==> src/rtl/x_uart_tx_fifo.sv <==
`default_nettype none
// +----------------------------------------------------------------------------+
// | Module      : x_uart_tx_fifo                                               |
// | Description : UART transmitter fed by a small word FIFO. Words are pushed  |
// |               with a valid/accept handshake and serialised as            |
// |               start / data (LSB first) / optional parity / stop bits.    |
// | Revision    : 1.0 - initial release                                        |
// +----------------------------------------------------------------------------+
module x_uart_tx_fifo #(
  parameter int p_clk_hz    = 50000000,
  parameter int p_baud      = 115200,
  parameter int p_data_bits = 8,
  parameter int p_parity    = 0,
  parameter int p_stop_bits = 1,
  parameter int p_depth     = 4
) (
  input  logic                     i_clk,
  input  logic                     i_rst_n,
  input  logic [p_data_bits-1:0]   i_data,
  input  logic                     i_valid,
  output logic                     o_accept,
  output logic                     o_tx,
  output logic                     o_busy,
  output logic [$clog2(p_depth):0] o_level
);

  localparam int c_div = p_clk_hz / p_baud;
  localparam int c_cw  = (c_div > 1) ? $clog2(c_div) : 1;
  localparam int c_aw  = $clog2(p_depth);

  localparam logic [c_cw-1:0] c_baud_last = c_cw'(c_div - 1);
  localparam logic [c_aw:0]   c_full      = (c_aw + 1)'(p_depth);
  localparam logic [2:0]      c_data_last = 3'(p_data_bits - 1);
  localparam logic [2:0]      c_stop_last = 3'(p_stop_bits - 1);
  localparam logic            c_par_odd   = (p_parity == 2);

  typedef enum logic [2:0] {
    S_IDLE   = 3'd0,
    S_START  = 3'd1,
    S_DATA   = 3'd2,
    S_PARITY = 3'd3,
    S_STOP   = 3'd4
  } state_t;

  state_t                 r_state;
  logic                   r_tx;
  logic [c_cw-1:0]        r_baud;
  logic [2:0]             r_bit;
  logic [p_data_bits-1:0] r_shift;
  logic                   r_par;
  logic [c_aw-1:0]        r_wptr;
  logic [c_aw-1:0]        r_rptr;
  logic [c_aw:0]          r_level;
  logic [p_data_bits-1:0] r_mem [p_depth];

  state_t                 w_state_nx;
  logic                   w_tx_nx;
  logic [c_cw-1:0]        w_baud_nx;
  logic [2:0]             w_bit_nx;
  logic [p_data_bits-1:0] w_shift_nx;
  logic                   w_par_nx;
  logic                   w_push;
  logic                   w_pop;
  logic                   w_tick;
  logic [p_data_bits-1:0] w_head;

  assign o_accept = (r_level < c_full);
  assign w_push   = i_valid & o_accept;
  assign w_head   = r_mem[r_rptr];
  assign w_tick   = (r_baud == c_baud_last);

  assign o_tx     = r_tx;
  assign o_level  = r_level;
  assign o_busy   = (r_state != S_IDLE) | (r_level != '0);

  // Storage array; stale entries are harmless since pointers define validity.
  always_ff @(posedge i_clk) begin
    if (w_push) begin
      r_mem[r_wptr] <= i_data;
    end
  end

  // FIFO pointers and occupancy; push and pop together leave the level unchanged.
  always_ff @(posedge i_clk or negedge i_rst_n) begin
    if (!i_rst_n) begin
      r_wptr  <= '0;
      r_rptr  <= '0;
      r_level <= '0;
    end else begin
      if (w_push) begin
        r_wptr <= r_wptr + c_aw'(1);
      end
      if (w_pop) begin
        r_rptr <= r_rptr + c_aw'(1);
      end
      case ({w_push, w_pop})
        2'b10:   r_level <= r_level + (c_aw + 1)'(1);
        2'b01:   r_level <= r_level - (c_aw + 1)'(1);
        default: r_level <= r_level;
      endcase
    end
  end

  // Transmitter state register; o_tx comes straight from r_tx so it never glitches.
  always_ff @(posedge i_clk or negedge i_rst_n) begin
    if (!i_rst_n) begin
      r_state <= S_IDLE;
      r_tx    <= 1'b1;
      r_baud  <= '0;
      r_bit   <= '0;
      r_shift <= '0;
      r_par   <= 1'b0;
    end else begin
      r_state <= w_state_nx;
      r_tx    <= w_tx_nx;
      r_baud  <= w_baud_nx;
      r_bit   <= w_bit_nx;
      r_shift <= w_shift_nx;
      r_par   <= w_par_nx;
    end
  end

  // Next-state and next-line-level logic; a pop always launches a new start bit.
  always_comb begin
    w_state_nx = r_state;
    w_tx_nx    = r_tx;
    w_baud_nx  = r_baud;
    w_bit_nx   = r_bit;
    w_shift_nx = r_shift;
    w_par_nx   = r_par;
    w_pop      = 1'b0;

    if (r_state != S_IDLE) begin
      w_baud_nx = w_tick ? '0 : r_baud + c_cw'(1);
    end

    case (r_state)
      S_IDLE: begin
        w_tx_nx = 1'b1;
        if (r_level != '0) begin
          w_pop = 1'b1;
        end
      end
      S_START: begin
        if (w_tick) begin
          w_state_nx = S_DATA;
          w_tx_nx    = r_shift[0];
          w_bit_nx   = '0;
        end
      end
      S_DATA: begin
        if (w_tick) begin
          if (r_bit == c_data_last) begin
            w_bit_nx = '0;
            if (p_parity != 0) begin
              w_state_nx = S_PARITY;
              w_tx_nx    = r_par;
            end else begin
              w_state_nx = S_STOP;
              w_tx_nx    = 1'b1;
            end
          end else begin
            w_bit_nx   = r_bit + 3'd1;
            w_shift_nx = r_shift >> 1;
            w_tx_nx    = r_shift[1];
          end
        end
      end
      S_PARITY: begin
        if (w_tick) begin
          w_state_nx = S_STOP;
          w_tx_nx    = 1'b1;
          w_bit_nx   = '0;
        end
      end
      S_STOP: begin
        if (w_tick) begin
          if (r_bit == c_stop_last) begin
            if (r_level != '0) begin
              w_pop = 1'b1;
            end else begin
              w_state_nx = S_IDLE;
              w_tx_nx    = 1'b1;
            end
          end else begin
            w_bit_nx = r_bit + 3'd1;
          end
        end
      end
      default: begin
        w_state_nx = S_IDLE;
        w_tx_nx    = 1'b1;
      end
    endcase

    // Loading the head word: parity is precomputed so it is ready after the data bits.
    if (w_pop) begin
      w_state_nx = S_START;
      w_tx_nx    = 1'b0;
      w_baud_nx  = '0;
      w_bit_nx   = '0;
      w_shift_nx = w_head;
      w_par_nx   = (^w_head) ^ c_par_odd;
    end
  end

endmodule
`default_nettype wire

==> config.mk <==
export PLATFORM = sky130hd
export DESIGN_NAME = x_uart_tx_fifo
export DESIGN_NICKNAME = d
export VERILOG_FILES = /design/src/rtl/x_uart_tx_fifo.sv
export SDC_FILE = /design/constraint.sdc
export NUM_CORES = 1
export LEC_CHECK = 0
export ABC_AREA = 1
export CAP_MARGIN = 30
export CORE_ASPECT_RATIO = 1.2
export CORE_UTILIZATION = 40
export CTS_CLUSTER_SIZE = 12
export DETAILED_ROUTE_END_ITERATION = 12
export SETUP_SLACK_MARGIN = 0.5
export SYNTH_ARGS = -nofsm -noshare
export SYNTH_HDL_FRONTEND = slang
export SYNTH_SLANG_ARGS = --single-unit
==> constraint.sdc <==
create_clock -name i_clk -period 5.5 [get_ports i_clk]
set_clock_uncertainty 0.05 [all_clocks]
set_input_delay 1.1 -clock i_clk [delete_from_list [all_inputs] [get_ports i_clk]]
set_output_delay 1.1 -clock i_clk [all_outputs]
set_load 0.01 [all_outputs]
**Run 1: drive-strength map**

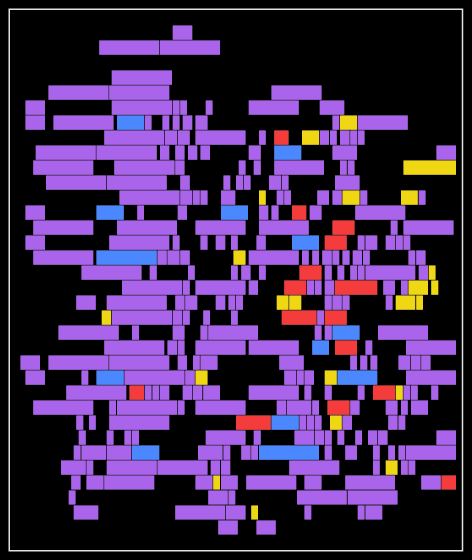
size	colour	cells	share	most used
drive 3 to 4	red	15	4.6%	nand2_4
drive 6 and up	blue	13	4.0%	clkbuf_8
drive 2	yellow	22	6.7%	inv_2
drive 1 or less	purple	277	85%	nand2_1
final design area excluding fillers: 3530 um2
Area Growth Syn to Fin: 14.9%
Non-clk bufs: 17

**Run 1: routing congestion map**

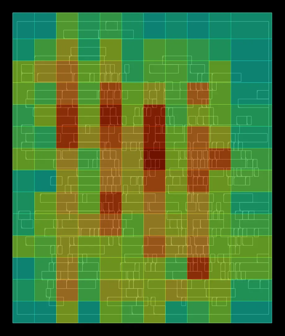
GRT met1 Usage: 0.181
final core occ: 0.479
drt wl/cell: 12.7 um
GR peak layer: met2
GRT Util Overall: 0.151

**Run 1: placement density heat map**

The bar under the picture is 20 um long. The die is cut into 8 by 10 equal tiles; dark blue is low, red is high, 0 to 100% covered.
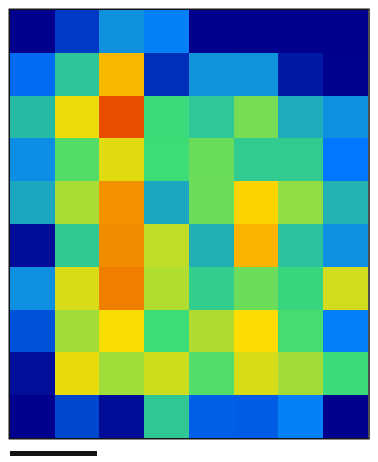
densest ninth of the die	centre
nearly empty tiles	10%
mean over tiles	43%
Core Footprint: 7360 um2
fp util: 0.417

==> flow_metrics.env, run 1 <==
# physical design summary
export IMPL_nNonClkInverters=35
export IMPL_io_pins=17
export IMPL_powerDensity_nw_per_um2=337
export IMPL_nFillCells=686
export IMPL_relSlewSlack=0.540
export IMPL_largest_register_ffs=32
export IMPL_clk_pin_slew_worst_paths_ps=80
export IMPL_io_buffers=16
export IMPL_aoi_share=0.0836
export IMPL_whs_endpoint="o_tx"
export IMPL_grt_pass1_vias=2029
export IMPL_min_delay_start="o_tx"
export IMPL_sh_seq_area=0.493
export IMPL_path_max_fanout=11
export IMPL_timing_fmax_ghz=0.326
export IMPL_ys_cells=300
export IMPL_antenna_found_initial=0
export IMPL_slowest_stage="clkdlybuf4s50_1"
export IMPL_combPwrFrac=0.144
export IMPL_drive_gt1_frac=0.153
export IMPL_hpwlAfterDp_um=3790
export IMPL_met2_usage=0.247
export IMPL_clk_latency_ps=340
export IMPL_worst_r2r_path_depth=14
export IMPL_combinationalPower_mw=0.172
export IMPL_synth_area_um2=3070
export IMPL_edf_count=32
export IMPL_setup_violations=0
export IMPL_status="finished, final reports clean"
export IMPL_grt_pass1_wl_um=9090
export IMPL_diodes=0
export IMPL_warning_count=31
export IMPL_ys_chip_area_um2=3070
export IMPL_grt_start_max_net_pins=32
export IMPL_place_gp_congestion=0.797
export IMPL_wl_met2_um=2610
export IMPL_p_seq_frac=0.482
export IMPL_buf_share=0.0475
export IMPL_worstHoldPathCells=2
export IMPL_leakage_nw=1.49
export IMPL_reg2reg_from="r_bit[0]"
export IMPL_tightest_slew_ps=688
export IMPL_top_area_frac=0.313
export IMPL_topCellsByArea="edfxtp_1 (31%), dfrtp_1 (24%), nand2_1 (5.6%), nor2_1 (4.9%), ha_1 (4.1%)"
export IMPL_synthArstFlopShare=0.492
export IMPL_via_count=2051
export IMPL_cts_hold_buf=0
export IMPL_syn_nets=322
export IMPL_top_layer_used="met4"
export IMPL_xor_area_frac=0.0228
export IMPL_crit_chain="nor3_2 > nand2_1 > clkdlybuf4s50_1"
export IMPL_combGateArea_um2=1160
export IMPL_maxCapViolations=0
export IMPL_viasPerCell=4.92
export IMPL_switchingPower_mw=0.314
export IMPL_swShare=0.264
export IMPL_top_area_cell="edfxtp_1"
export IMPL_cp_end_kind="output pin"
export IMPL_worstSetupPathType="reg2out"
export IMPL_stdcell_count=417
export IMPL_ys_flops=63
export IMPL_cts_sinks=63
export IMPL_cp_depth=3
export IMPL_max_stage_delay_ps=570
export IMPL_num_clock_buffers=9
export IMPL_clock_power_share=0.374
export IMPL_crit_end="o_busy"
export IMPL_largestRegisters="r_mem (32), r_baud (9), r_shift (8)"
export IMPL_maxPowerGroup="registers"
export IMPL_yosys_area_share_simple=0.223
export IMPL_tapCellCount=90
export IMPL_nNetsFinal=344
export IMPL_fin_hold_ws_ps=430
export IMPL_clockBufferDepth=2
export IMPL_drc=0
export IMPL_drt_wl_total_um=5300
export IMPL_crit_required_ps=4350
export IMPL_most_common_cell="nand2_1"
export IMPL_ff_type="edfxtp_1"
export IMPL_cts_tree="built"
export IMPL_cp_start_kind="flop"
export IMPL_wl_met1_um=2460
export IMPL_mux_area_frac=0
export IMPL_rows=34
export IMPL_postCtsSetupBuffers=0
export IMPL_rsz0062_at_grt="false"
export IMPL_powerSeq_mw=0.574
export IMPL_ys_sh_adder=0.0473
export IMPL_tns_ps=0
export IMPL_drv_slew=0
export IMPL_die_w_um=82.0
export IMPL_clock_root_buffer="clkbuf_8"
export IMPL_area_sequential_um2=1740
export IMPL_hp_class="reg2reg"
export IMPL_nMultiInputCombCells=196
export IMPL_clock_cell_area_share=0.0624
export IMPL_clk_power_mw=0.445
export IMPL_total_power_mw=1.19
export IMPL_startpoint="r_state[2]"
export IMPL_arrival_ps=1910
export IMPL_layout_min_cycle_time_ps=3060
export IMPL_ant_nets=0
export IMPL_yosysUniqueCellTypes=38
export IMPL_die_height_um=98.0
export IMPL_nFlopsAndLatches=63
export IMPL_p_int_mw=0.877
export IMPL_avgSynthCellArea_um2=10.2
export IMPL_comb_share=0.328
export IMPL_seq_area_frac_synth=0.566
export IMPL_cts_buffers=9
export IMPL_numPlacedInstances=401
export IMPL_r2r_end="o_level[2]"
export IMPL_die_area_um2=8030
export IMPL_fin_crit_sh=0.557
export IMPL_largest_class="registers"
export IMPL_yosysWarnings=0
export IMPL_ir_drop_uv=186
export IMPL_cts_max_level=3
export IMPL_grt_overflow_total=0
export IMPL_dr_pass1_iters=4
export IMPL_cts_resized=0
export IMPL_initialDrtViolationCount=84
export IMPL_regMostFlops="r_mem"
export IMPL_cp_buffers_inverters=1
export IMPL_ys_top_cells_by_count="nand2_1 (46), nor2_1 (40), edfxtp_1 (32)"
export IMPL_critPathTopFamily="simple AND/OR/NAND/NOR gates"
export IMPL_syn_inst=300
run 1: layout by cell type, fill, tap and decap left out, types with 2 or more instances in the layout:
master and instances:
nand3_4 2, nand3_1 17, nor2_2 3, nand2_4 6, xor2_1 7, nand4_1 3, edfxtp_1 32, clkbuf_8 9
inv_2 7, inv_1 26, nor2_4 2, o22ai_1 10, nor3_1 2, clkdlybuf4s50_1 16, nand2_1 46, ha_1 10
nor2_1 40, a21oi_1 10, bufinv_16 2, o21ai_2 4, clkinv_1 2, dfrtp_1 30, clkinvlp_4 3, nand2_2 4
o21ai_0 18
run 1: metrics by stage:
stage	area [um2]	worst slack, ps
6_report	3530	2440
3_5_place_dp	3310	2510
3_3_place_gp	3310	2550
2_1_floorplan	3070	3090
5_1_grt	3530	2330
4_1_cts	3530	2440
==> inputs of run 2 (changes only) <==
- clock period: 5.5 -> 2.7 ns (I/O delays scaled with it)
==> run 2 against run 1 <==
  * Combinational power increased by 140%
  * Die size stayed put
  * Global-route usage grew 1.4 points
  * Critical path depth up 7
  * Hold slack gained 1.7 ps
  * Sequential power up 100%
  * Routed wire length is 11% higher
  * First-iteration DRC count grew 83%
==> flow_metrics.env, run 2 <==
# physical design summary
export IMPL_io_buffers=16
export IMPL_clockBufferDepth=2
export IMPL_synth_area_um2=3070
export IMPL_grt_pass1_wl_um=9890
export IMPL_area_sequential_um2=1740
export IMPL_clock_cell_area_share=0.0655
export IMPL_place_gp_congestion=0.772
export IMPL_cp_end_kind="flop"
export IMPL_ys_top_cells_by_count="nand2_1 (46), nor2_1 (40), edfxtp_1 (32)"
export IMPL_total_power_mw=2.58
export IMPL_aoi_share=0.0836
export IMPL_setup_violations=0
export IMPL_layout_min_cycle_time_ps=2200
export IMPL_final_cell_area_um2=3730
export IMPL_worst_r2r_path_depth=10
export IMPL_largestRegisters="r_mem (32), r_baud (9), r_shift (8)"
export IMPL_most_common_cell="nand2_1"
export IMPL_drv_slew=0
export IMPL_top_layer_used="met4"
export IMPL_die_height_um=98.0
export IMPL_cts_hold_buf=0
export IMPL_maxCapViolations=0
export IMPL_final_cell_mix="nand2_1 (46), nor2_1 (39), edfxtp_1 (32)"
export IMPL_ant_nets=0
export IMPL_regMostFlops="r_mem"
export IMPL_drc=0
export IMPL_startpoint="r_state[0]"
export IMPL_nNonClkInverters=35
export IMPL_hp_class="reg2reg"
export IMPL_tightest_slew_ps=442
export IMPL_tapCellCount=90
export IMPL_cp_start_kind="flop"
export IMPL_yosysWarnings=0
export IMPL_dr_pass1_iters=4
export IMPL_path_max_fanout=4
export IMPL_syn_nets=322
export IMPL_top_area_cell="edfxtp_1"
export IMPL_syn_inst=300
export IMPL_grt_start_max_net_pins=32
export IMPL_fp_util=0.417
export IMPL_nFlopsAndLatches=63
export IMPL_buffers_excl_clock=35
export IMPL_placement_cell_area_um2=3350
export IMPL_grt_util_all_layers=0.166
export IMPL_cts_buffers=9
export IMPL_ys_flops=63
export IMPL_stdcell_count=435
export IMPL_top_area_frac=0.313
export IMPL_busiest_layer="met2"
export IMPL_crit_end="o_level[2]"
export IMPL_slowest_stage="dfrtp_1"
export IMPL_antenna_found_initial=0
export IMPL_arrival_ps=2370
export IMPL_status="finished, final reports clean"
export IMPL_relSlewSlack=0.705
export IMPL_cts_tree="built"
export IMPL_cts_resized=3
export IMPL_initialDrtViolationCount=154
export IMPL_clk_latency_ps=340
export IMPL_clock_root_buffer="clkbuf_8"
export IMPL_ys_cells=300
export IMPL_cts_max_level=3
export IMPL_drive_gt1_frac=0.235
export IMPL_layout_top_cell="nand2_1"
export IMPL_area_growth_pct=21.4
export IMPL_r2r_end="o_level[2]"
export IMPL_reg2reg_from="r_state[0]"
export IMPL_die_w_um=82.0
export IMPL_avgSynthCellArea_um2=10.2
export IMPL_crit_required_ps=2870
export IMPL_xor_area_frac=0.0228
export IMPL_worstSetupPathType="reg2reg"
export IMPL_ff_type="edfxtp_1"
export IMPL_clk_pin_slew_worst_paths_ps=70
export IMPL_num_clock_buffers=9
export IMPL_largest_register_ffs=32
export IMPL_fin_hold_ws_ps=432
## run 2: critical path: cells and delay by family, from the launching register on
family	cells	cell delay [ps]
buffers and inverters	2	180
AOI/OAI and AO/OA	2	210
and+or+nand+nor	3	540
DFF	1	430
adders and majority gates	2	500
xor gates and xnor gates	1	170
## run 2: where the power goes
group	internal, mW	switching (mW)
logic	0.181	0.235
registers	1.12	0.0437
clock network	0.616	0.384
total	1.92	0.663
## run 2: worst min path at each step
stage	from	end	slack [ps]	cells past startpoint
finish	o_tx	o_tx	430	2
global route	r_shift[7]	r_shift[7]	460	2
CTS	o_tx	o_tx	430	2
detailed placement	r_shift[6]	r_shift[6]	420	2
global placement	r_shift[6]	r_shift[6]	420	2
floorplan	i_rst_n	o_level[0]	190	0
**Run 2: M2 wires**

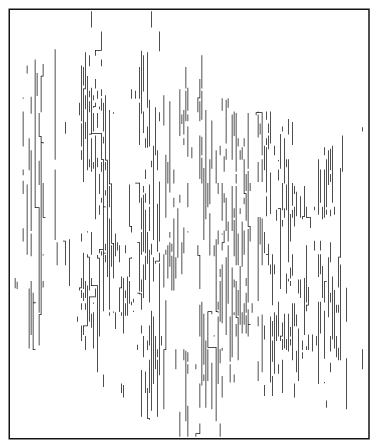
nets with wire on the layer	298
wire length on this layer	2980 um
main direction	vertical
share of all routed wire	51%
longest straight run	40.8 um
routed wire length: 5910 um
DR vias: 2169
M2 GR Usage: 0.270

**Run 2: placement density heat map**

The bar under the picture is 20 um long. The die is cut into 8 by 10 equal tiles; dark blue is low, red is high, 0 to 100% covered.
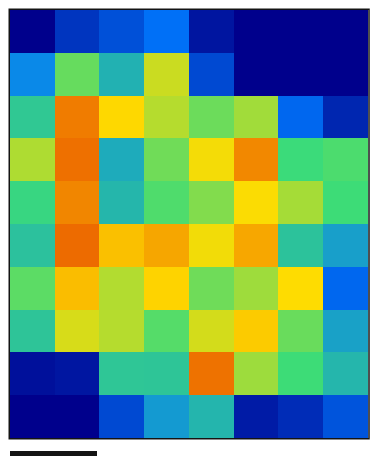
mean over tiles	45%
emptiest ninth of the die	north-east
nearly empty tiles	11%
tiles over 75% full	16%
fullest tile	88%
final core occ: 0.506

Power is estimated from default activity; no workload was simulated.
